<file path="src/rtl/display_source_arbiter.sv">
`default_nettype none
// ============================================================================
// Module      : display_source_arbiter
// Description : Round-robin owner selection, with a minimum on-screen time,
//               for three BCD sources sharing one four-digit display.
// Revision    : 1.0 - initial release
// ============================================================================
module display_source_arbiter #(
    parameter int          HOLD_CYCLES = 1000,
    parameter logic [15:0] IDLE_BCD    = 16'hFFFF
) (
    input  logic        clk,
    input  logic        rst,
    input  logic [2:0]  req,
    input  logic [15:0] bcd0,
    input  logic [15:0] bcd1,
    input  logic [15:0] bcd2,
    output logic [2:0]  grant,
    output logic [15:0] bcd_out,
    output logic        busy,
    output logic        switch_pulse
);

    localparam logic [15:0] c_hold_load = 16'(HOLD_CYCLES - 1);

    typedef enum logic [1:0] {
        S_IDLE = 2'd0,
        S_HOLD = 2'd1,
        S_OWN  = 2'd2
    } state_t;

    state_t      r_state;
    state_t      w_state_nxt;
    logic [15:0] r_cnt;
    logic [15:0] w_cnt_nxt;
    logic [1:0]  r_last;
    logic [1:0]  w_last_nxt;
    logic [2:0]  r_grant;
    logic [2:0]  w_grant_nxt;
    logic [2:0]  w_others;
    logic [15:0] r_bcd_out;
    logic [15:0] w_bcd_nxt;
    logic        r_busy;
    logic        r_switch;

    // First asserted bit searching last+1, last+2, last+3 (mod 3).
    function automatic logic [2:0] rr_pick(input logic [2:0] r, input logic [1:0] last);
        logic [2:0] pick;
        logic [1:0] idx;
        pick = 3'b000;
        for (int k = 3; k >= 1; k--) begin
            idx = 2'((int'(last) + k) % 3);
            if (r[idx]) begin
                pick = 3'b001 << idx;
            end
        end
        return pick;
    endfunction

    function automatic logic [1:0] onehot_idx(input logic [2:0] oh);
        logic [1:0] idx;
        idx = 2'd0;
        if (oh[1]) idx = 2'd1;
        if (oh[2]) idx = 2'd2;
        return idx;
    endfunction

    always_comb begin
        w_state_nxt = r_state;
        w_cnt_nxt   = r_cnt;
        w_last_nxt  = r_last;
        w_grant_nxt = r_grant;
        w_others    = req & ~r_grant;
        case (r_state)
            S_IDLE: begin
                if (|req) begin
                    w_grant_nxt = rr_pick(req, r_last);
                    w_last_nxt  = onehot_idx(w_grant_nxt);
                    w_cnt_nxt   = c_hold_load;
                    w_state_nxt = S_HOLD;
                end
            end
            S_HOLD: begin
                if (r_cnt == 16'd0) begin
                    w_state_nxt = S_OWN;
                end else begin
                    w_cnt_nxt = r_cnt - 16'd1;
                end
            end
            S_OWN: begin
                // The owner is masked out, so its own request never blocks a handover.
                if (|w_others) begin
                    w_grant_nxt = rr_pick(w_others, r_last);
                    w_last_nxt  = onehot_idx(w_grant_nxt);
                    w_cnt_nxt   = c_hold_load;
                    w_state_nxt = S_HOLD;
                end else if (~|(req & r_grant)) begin
                    w_grant_nxt = 3'b000;
                    w_state_nxt = S_IDLE;
                end
            end
            default: begin
                w_grant_nxt = 3'b000;
                w_state_nxt = S_IDLE;
            end
        endcase

        case (w_grant_nxt)
            3'b001:  w_bcd_nxt = bcd0;
            3'b010:  w_bcd_nxt = bcd1;
            3'b100:  w_bcd_nxt = bcd2;
            default: w_bcd_nxt = IDLE_BCD;
        endcase
    end

    always_ff @(posedge clk) begin
        if (!rst) begin
            r_state   <= S_IDLE;
            r_cnt     <= 16'd0;
            r_last    <= 2'd2;
            r_grant   <= 3'b000;
            r_bcd_out <= IDLE_BCD;
            r_busy    <= 1'b0;
            r_switch  <= 1'b0;
        end else begin
            r_state   <= w_state_nxt;
            r_cnt     <= w_cnt_nxt;
            r_last    <= w_last_nxt;
            r_grant   <= w_grant_nxt;
            r_bcd_out <= w_bcd_nxt;
            r_busy    <= |w_grant_nxt;
            r_switch  <= (w_grant_nxt != r_grant);
        end
    end

    assign grant        = r_grant;
    assign bcd_out      = r_bcd_out;
    assign busy         = r_busy;
    assign switch_pulse = r_switch;

endmodule
`default_nettype wire

</file>
<file path="config.mk">
export PLATFORM = sky130hd
export DESIGN_NAME = display_source_arbiter
export DESIGN_NICKNAME = d
export VERILOG_FILES = /design/src/rtl/display_source_arbiter.sv
export SDC_FILE = /design/constraint.sdc
export NUM_CORES = 1
export LEC_CHECK = 0
export CAP_MARGIN = 25
export CORE_AREA = 2 2 81 83
export DETAILED_ROUTE_END_ITERATION = 10
export DIE_AREA = 0 0 83 85
export PLACE_DENSITY = 0.77
export SLEW_MARGIN = 20
export SYNTH_ARGS = -nofsm -noshare
export SYNTH_HDL_FRONTEND = slang
export SYNTH_SLANG_ARGS = --single-unit
export TNS_END_PERCENT = 10
</file>
<file path="constraint.sdc">
create_clock -name clk -period 6.3 [get_ports clk]
set_clock_uncertainty 0.05 [all_clocks]
set_input_delay 0.945 -clock clk [delete_from_list [all_inputs] [get_ports clk]]
set_output_delay 0.945 -clock clk [all_outputs]
set_load 0.01 [all_outputs]
</file>
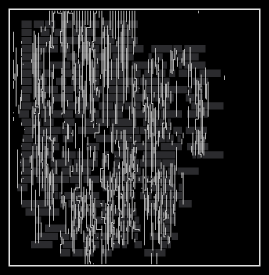
Run 1: metal 2
Scale: 3 px per um. Cells faint in the background.
wire length on this layer: 3270 um
nets with wire on the layer: 334
share of all routed wire: 51%

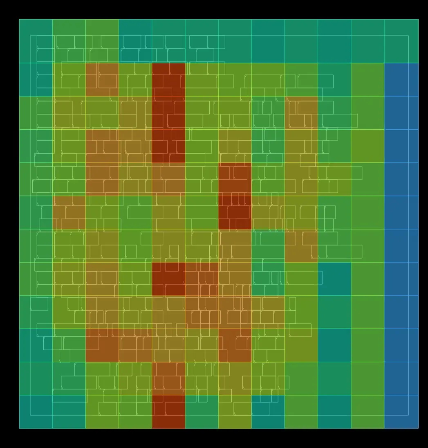
Run 1: track usage over the die
met1 Track Usage GR: 21.1%
met3 layer usage reported by global route: 3.99%

==> summary.txt, run 1 <==
yosys + openroad results -> die area 7060 um^2, number of signal-net inverters in the final layout 14, post-synth net total 338, number of sequential cells in the layout 41, Register-to-Register Path Depth 9, top cell type's share of synthesized area 33.0%, post-synthesis simple-gate area fraction 21.3%, clock share of power 18.0%, tool warnings 29, final instance area 3330 um^2, ANT nets after route 0, Required @ worst endpoint 6.48 ns, Distinct cells, synth 58, RD Place Congestion 0.893, Final Worst Setup Slack 1.89 ns, Total Routed Length 6470 um, proportion of register bits with asynchronous set or reset after synthesis 0%, post-detail-place hpwl about 4900 um, Non-clock buffers, area share between 20% and 30%, maximum number of pins on one net before global-route repair 21, startpoint class of the critical path input port, adder share 2.52%, top area cells in the synthesized netlist dfxtp_1 (33%), a221o_1 (6.4%), a22o_1 (5.6%), Synthesis Warnings 0, initial antenna violation count 0, per-cell routed wire length 15.5 um, Yosys top cell by area dfxtp_1, placed inst area approximately 3200 um^2, run status finished clean, DRC viols 0, count of clock tree sinks 41, Biggest Area Class combinational gates, final antenna diode count 0, Seq area share 24.7%, remaining max-slew budget at the tightest pin 35.6%, TritonCTS buffer count 5, CTS Root Cell clkbuf_8, Post-CTS Resized 0, area added between synthesis and finish 33.9%, total number of vias 2352, post-placement worst setup slack 1.69 ns, complex-gate fraction of the synthesized area around 29%, EDFF count, synth 0, worst supply voltage drop on vdd 0.206 mV, Clock Pin Slew Worst Setup and Hold Paths 0.08 ns, RSZ-0062 raised after global routing no, main flop type dfxtp_1, internal portion of total power 0.781 mW, Post-Syn Instances 280, end point of the critical path bcd_out[13]$_SDFF_PN1_, worst min path class reg2reg, Worst Max-Slew Pin Slew slightly below 1 ns, GRT Total Usage 17.6%, post-synthesis xor/xnor area fraction 5.29%, initial detailed-routing violation count 152, Die Span Y about 85 um, register cell area after layout 821 um^2, worst-case hold path end point r_cnt[8]$_SDFFE_PN0P_, postcts setup bufs 0, via/cell ratio 5.63, number of maximum-capacitance constraint violations 0, area fraction in mux cells between 2 and 3%, number of storage elements in the synthesis netlist between 40 and 50, number of top-level design ports 74, Critical path origin req[1], Peak Freq 227 MHz, Combinational Area 1500 um^2, hold-critical path depth 2, ranking of synthesized cells by instance count dfxtp_1 (41), nor2_1 (19), a221o_1 (16), a22o_1 (16), inv_1 (14), Pre-antenna DRT Iters 4, maximum net fanout on the critical path 20, Clock Network Area Fraction approximately 3.6%, fillers 574, dominant cell by count in the synthesized netlist dfxtp_1, number of standard cells reported by yosys around 280, worst reg-to-reg setup slack 2.22 ns, share of layout cells above drive strength 1 5.57%
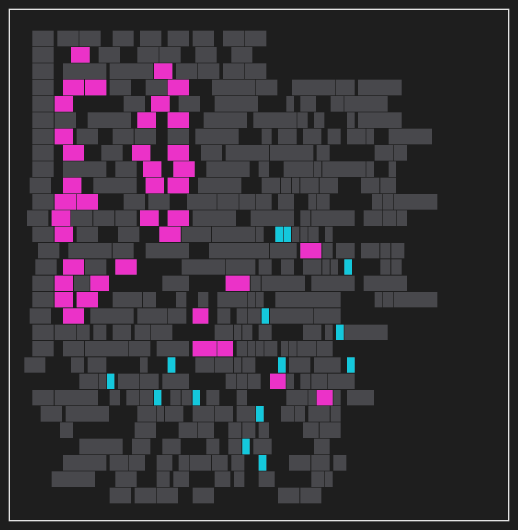
Run 1: logic cells by family
Scale: 6 px per um.
[magenta] AND-OR and OR-AND gates | cells: 39
[cyan] inverters | cells: 14
multi-input combinational area share: 45.0%
final standard cell count with taps included and fillers excluded: 418
most common logic cell in the routed design: clkdlybuf4s50_1

[run 1: kinds of logic after synthesis]
logic type	count (synthesis)
muxes	6
buffers and inverters	35
and+or+nand+nor	90
adders and majority gates	5
DFF	41
AOI/OAI and AO/OA	88
xor gates and xnor gates	15
[run 1: per-stage QoR]
stage / hold WS (ns) / power [mW] / utilization [%] / instances
4_1_cts: 0.454 / 1.21 / 53.5 / 417
6_report: 0.451 / 1.21 / 53.6 / 418
3_3_place_gp: 0.426 / 0.985 / 51.5 / 409
3_5_place_dp: 0.444 / 0.993 / 51.5 / 409
5_1_grt: 0.468 / 1.29 / 53.6 / 418
2_1_floorplan: 0.411 / 0.774 / - / 280
[run 1: metal layers]
layer  global-route usage, %  part of all wire, %  vias up  wire length (um)
met5                       0                    0        -                 0
met4                    4.92                  1.3        0                87
met3                    3.99                  6.2        8               401
met2                    31.8                   51       73              3270
met1                    21.1                   42     1096              2720
li1                        -                    -     1175                 -
[run 1: worst max-delay path: stages]
cell and delay, ns:
clkdlybuf4s50_1 0.73, nor4bb_1 0.46, o31ai_1 0.14, a221oi_1 0.50
a221oi_1 0.22, o21a_1 0.40, nor3_2 0.89, a221o_1 0.30
[run 1: state kept, by name (all words and copies together), names as in the netlist]
| signal | flops |
|---|---|
| busy | 1 |
| r_last | 2 |
| r_state | 2 |
| switch_pulse | 1 |
| grant | 3 |
| r_cnt | 16 |
| bcd_out | 16 |
[run 1: cell usage in the layout, fill, tap and decap left out, types with 6 or more instances in the layout]
master and instances:
clkdlybuf4s50_1 73, xnor2_1 10, a221o_1 16, nand2_1 12
o21ai_0 12, nor2_1 19, a211oi_1 6, inv_1 14
or3_1 7, dfxtp_1 41, a22o_1 16, a21oi_1 11
clkbuf_8 6
Run 1, sizing map:
Scale: 6 px per um.
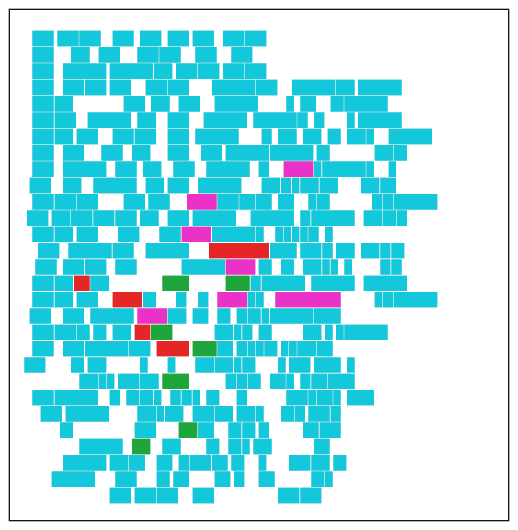

==> run 1 -> run 2 <==
==> constraint.sdc (replaced) <==
create_clock -name clk -period 4.1 [get_ports clk]
set_clock_uncertainty 0.05 [all_clocks]
set_input_delay 0.615 -clock clk [delete_from_list [all_inputs] [get_ports clk]]
set_output_delay 0.615 -clock clk [all_outputs]
set_load 0.01 [all_outputs]
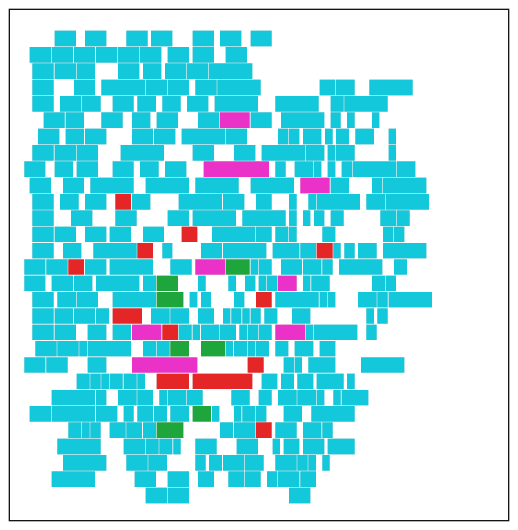
Run 2: sizing map
Scale: 6 px per um.
[cyan] _0 and _1 cells | cells: 322 | share: 92% | most used: clkdlybuf4s50_1
[red] _3 and _4 cells | cells: 12 | share: 3.4% | most used: buf_4
[magenta] _6 and larger | cells: 8 | share: 2.3% | most used: clkbuf_8
[green] _2 cells | cells: 7 | share: 2.0% | most used: a21oi_2
area added between synthesis and finish: 37.0%
Final Worst Setup Slack: 0.503 ns
final instance area: 3400 um^2
number of buffers other than clock buffers in the final layout: 82

==> summary.txt, run 2 <==
yosys + openroad results -> count of clock tree sinks 41 (unchanged), initial antenna violation count 0 (unchanged), tool warnings 29 (unchanged), ANT nets after route 0 (unchanged), run status finished clean, Post-Syn Instances 280 (unchanged), post-detail-place hpwl 4940 um (+1.3%), die area 7060 um^2 (unchanged), top library cells by usage in the layout, fill and taps aside clkdlybuf4s50_1 (73), dfxtp_1 (41), nor2_1 (19), a22o_1 (16), a221o_1 (16), EDFF count, synth 0 (unchanged), number of storage elements in the synthesis netlist 41 (unchanged), adder share 2.52% (unchanged), Total Routed Length 6580 um (+1.6%), hold_ws 0.459 ns (+0.00799 ns), worst min path class reg2reg, cell repeated most along the worst path a221oi_1, Clock Pin Slew Worst Setup and Hold Paths 0.09 ns (about the same), Inst Count DP 416 (+1.7%), Post-CTS Resized 0 (unchanged), Worst Max-Slew Pin Slew 0.694 ns (-0.267 ns), post-synthesis simple-gate area fraction 21.3% (unchanged), fillers 545 (-5.1%), complex-gate fraction of the synthesized area 28.6% (unchanged), final standard cell count with taps included and fillers excluded 426 (+1.9%), worst supply voltage drop on vdd 0.400 mV (+94%), internal portion of total power 1.28 mW (+63%), Max stage delay cell, worst path clkdlybuf4s50_1, Pleak between 1 and 1.5 nW, RSZ-0062 raised after global routing no, TritonCTS buffer count 5 (unchanged), worst reg-to-reg setup slack 0.70 ns (-1.52 ns), clock share of power 19.9% (+1.9 points), GRT Total Usage 18.1% (+0.46 points), Register-to-Register Path Depth 10 (+1), number of maximum-capacitance constraint violations 0 (unchanged), utilization after layout 54.8% (+1.3 points), main flop type dfxtp_1, number of standard cells reported by yosys 280 (unchanged), area fraction in mux cells 2.62% (unchanged), placed inst area 3250 um^2 (+1.6%), Distinct cells, synth 58 (unchanged), dominant cell by count in the synthesized netlist dfxtp_1, Die Span Y 85 um (unchanged), series of cell instances along the critical path clkdlybuf4s50_1 > nor4bb_1 > o31ai_1 > a221oi_1 > a221oi_1 > o21a_1 > xnor2_1 > o211ai_2 > a221o_1, largest delay contributor family on the critical path AND-OR/OR-AND gates, Yosys top cell by area dfxtp_1, Peak Freq approximately 280 MHz, startpoint class of the critical path input port, post-synthesis xor/xnor area fraction 5.29% (unchanged), end point of the critical path bcd_out[14]$_SDFF_PN1_, RD Place Congestion 0.999 (+12%), share of layout cells above drive strength 1 7.74% (+2.2 points), post-placement worst setup slack 0.0674 ns (-1.62 ns), total number of vias 2466 (+4.8%), Synthesis Warnings 0 (unchanged), Pre-antenna DRT Iters 5 (+1), maximum net fanout on the critical path 16 (-20%), top area cells in the synthesized netlist dfxtp_1 (33%), a221o_1 (6.4%), a22o_1 (5.6%), via/cell ratio 5.79 (+2.9%), Required @ worst endpoint 4.29 ns (-2.19 ns), most common logic cell in the routed design clkdlybuf4s50_1, proportion of register bits with asynchronous set or reset after synthesis 0% (unchanged), number of rows in the core area 29, top cell type's share of synthesized area 33.0% (unchanged), total power of the final layout 1.96 mW (+62%), initial detailed-routing violation count 115 (-24%), final antenna diode count 0 (unchanged)
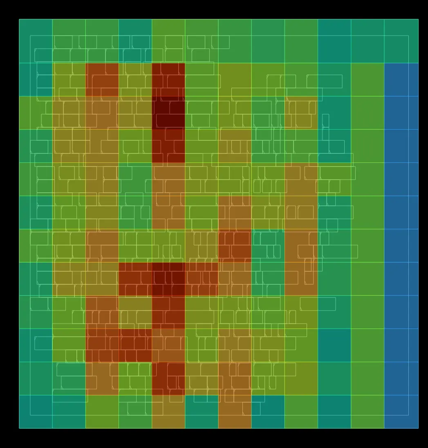
Run 2: track usage over the die
met3 layer usage reported by global route: 5.25%
per-cell routed wire length: 15.4 um
met2 routing resource usage after global routing: 32.5%
Most Used Layer, Global Route: met2

## run 2: cell type report
cell class	instances	area, um^2	share of cell area [%]
Clock inverter	3	68.8	2.02
Inverter	14	52.6	1.54
Sequential cell	41	821	24.1
Multi-Input combinational cell	204	1500	44.0
Tap cell	77	96.3	2.83
Clock buffer	5	68.8	2.02
Timing Repair Buffer	82	798	23.5
## run 2: cell families after synthesis
group	after synthesis
and+or+nand+nor	90
buffers and inverters	35
xor gates and xnor gates	15
adders and majority gates	5
muxes	6
DFF	41
AOI/OAI and AO/OA	88
## run 2: worst min-delay path by stage
| stage | cells after the start | slack [ns] | to | start |
|---|---|---|---|---|
| after global routing | 1 | 0.50 | r_cnt[0]$_SDFFE_PN0P_ | r_cnt[0]$_SDFFE_PN0P_ |
| after global placement | 2 | 0.43 | r_cnt[8]$_SDFFE_PN0P_ | r_cnt[8]$_SDFFE_PN0P_ |
| after CTS | 1 | 0.46 | r_cnt[0]$_SDFFE_PN0P_ | r_cnt[0]$_SDFFE_PN0P_ |
| after detailed placement | 1 | 0.44 | r_cnt[0]$_SDFFE_PN0P_ | r_cnt[0]$_SDFFE_PN0P_ |
| after floorplan | 1 | 0.41 | r_cnt[0]$_SDFFE_PN0P_ | r_cnt[0]$_SDFFE_PN0P_ |
| final | 1 | 0.46 | r_cnt[0]$_SDFFE_PN0P_ | r_cnt[0]$_SDFFE_PN0P_ |
## run 2: layer usage
metal,global-route usage [%],vias up,part of all wire [%]
li1,-,1194,-
met1,20.9,1144,39
met2,32.5,115,51
met3,5.25,13,8.1
met4,5.51,0,1.9
met5,0,-,0
Power and IR drop assume default switching activity.
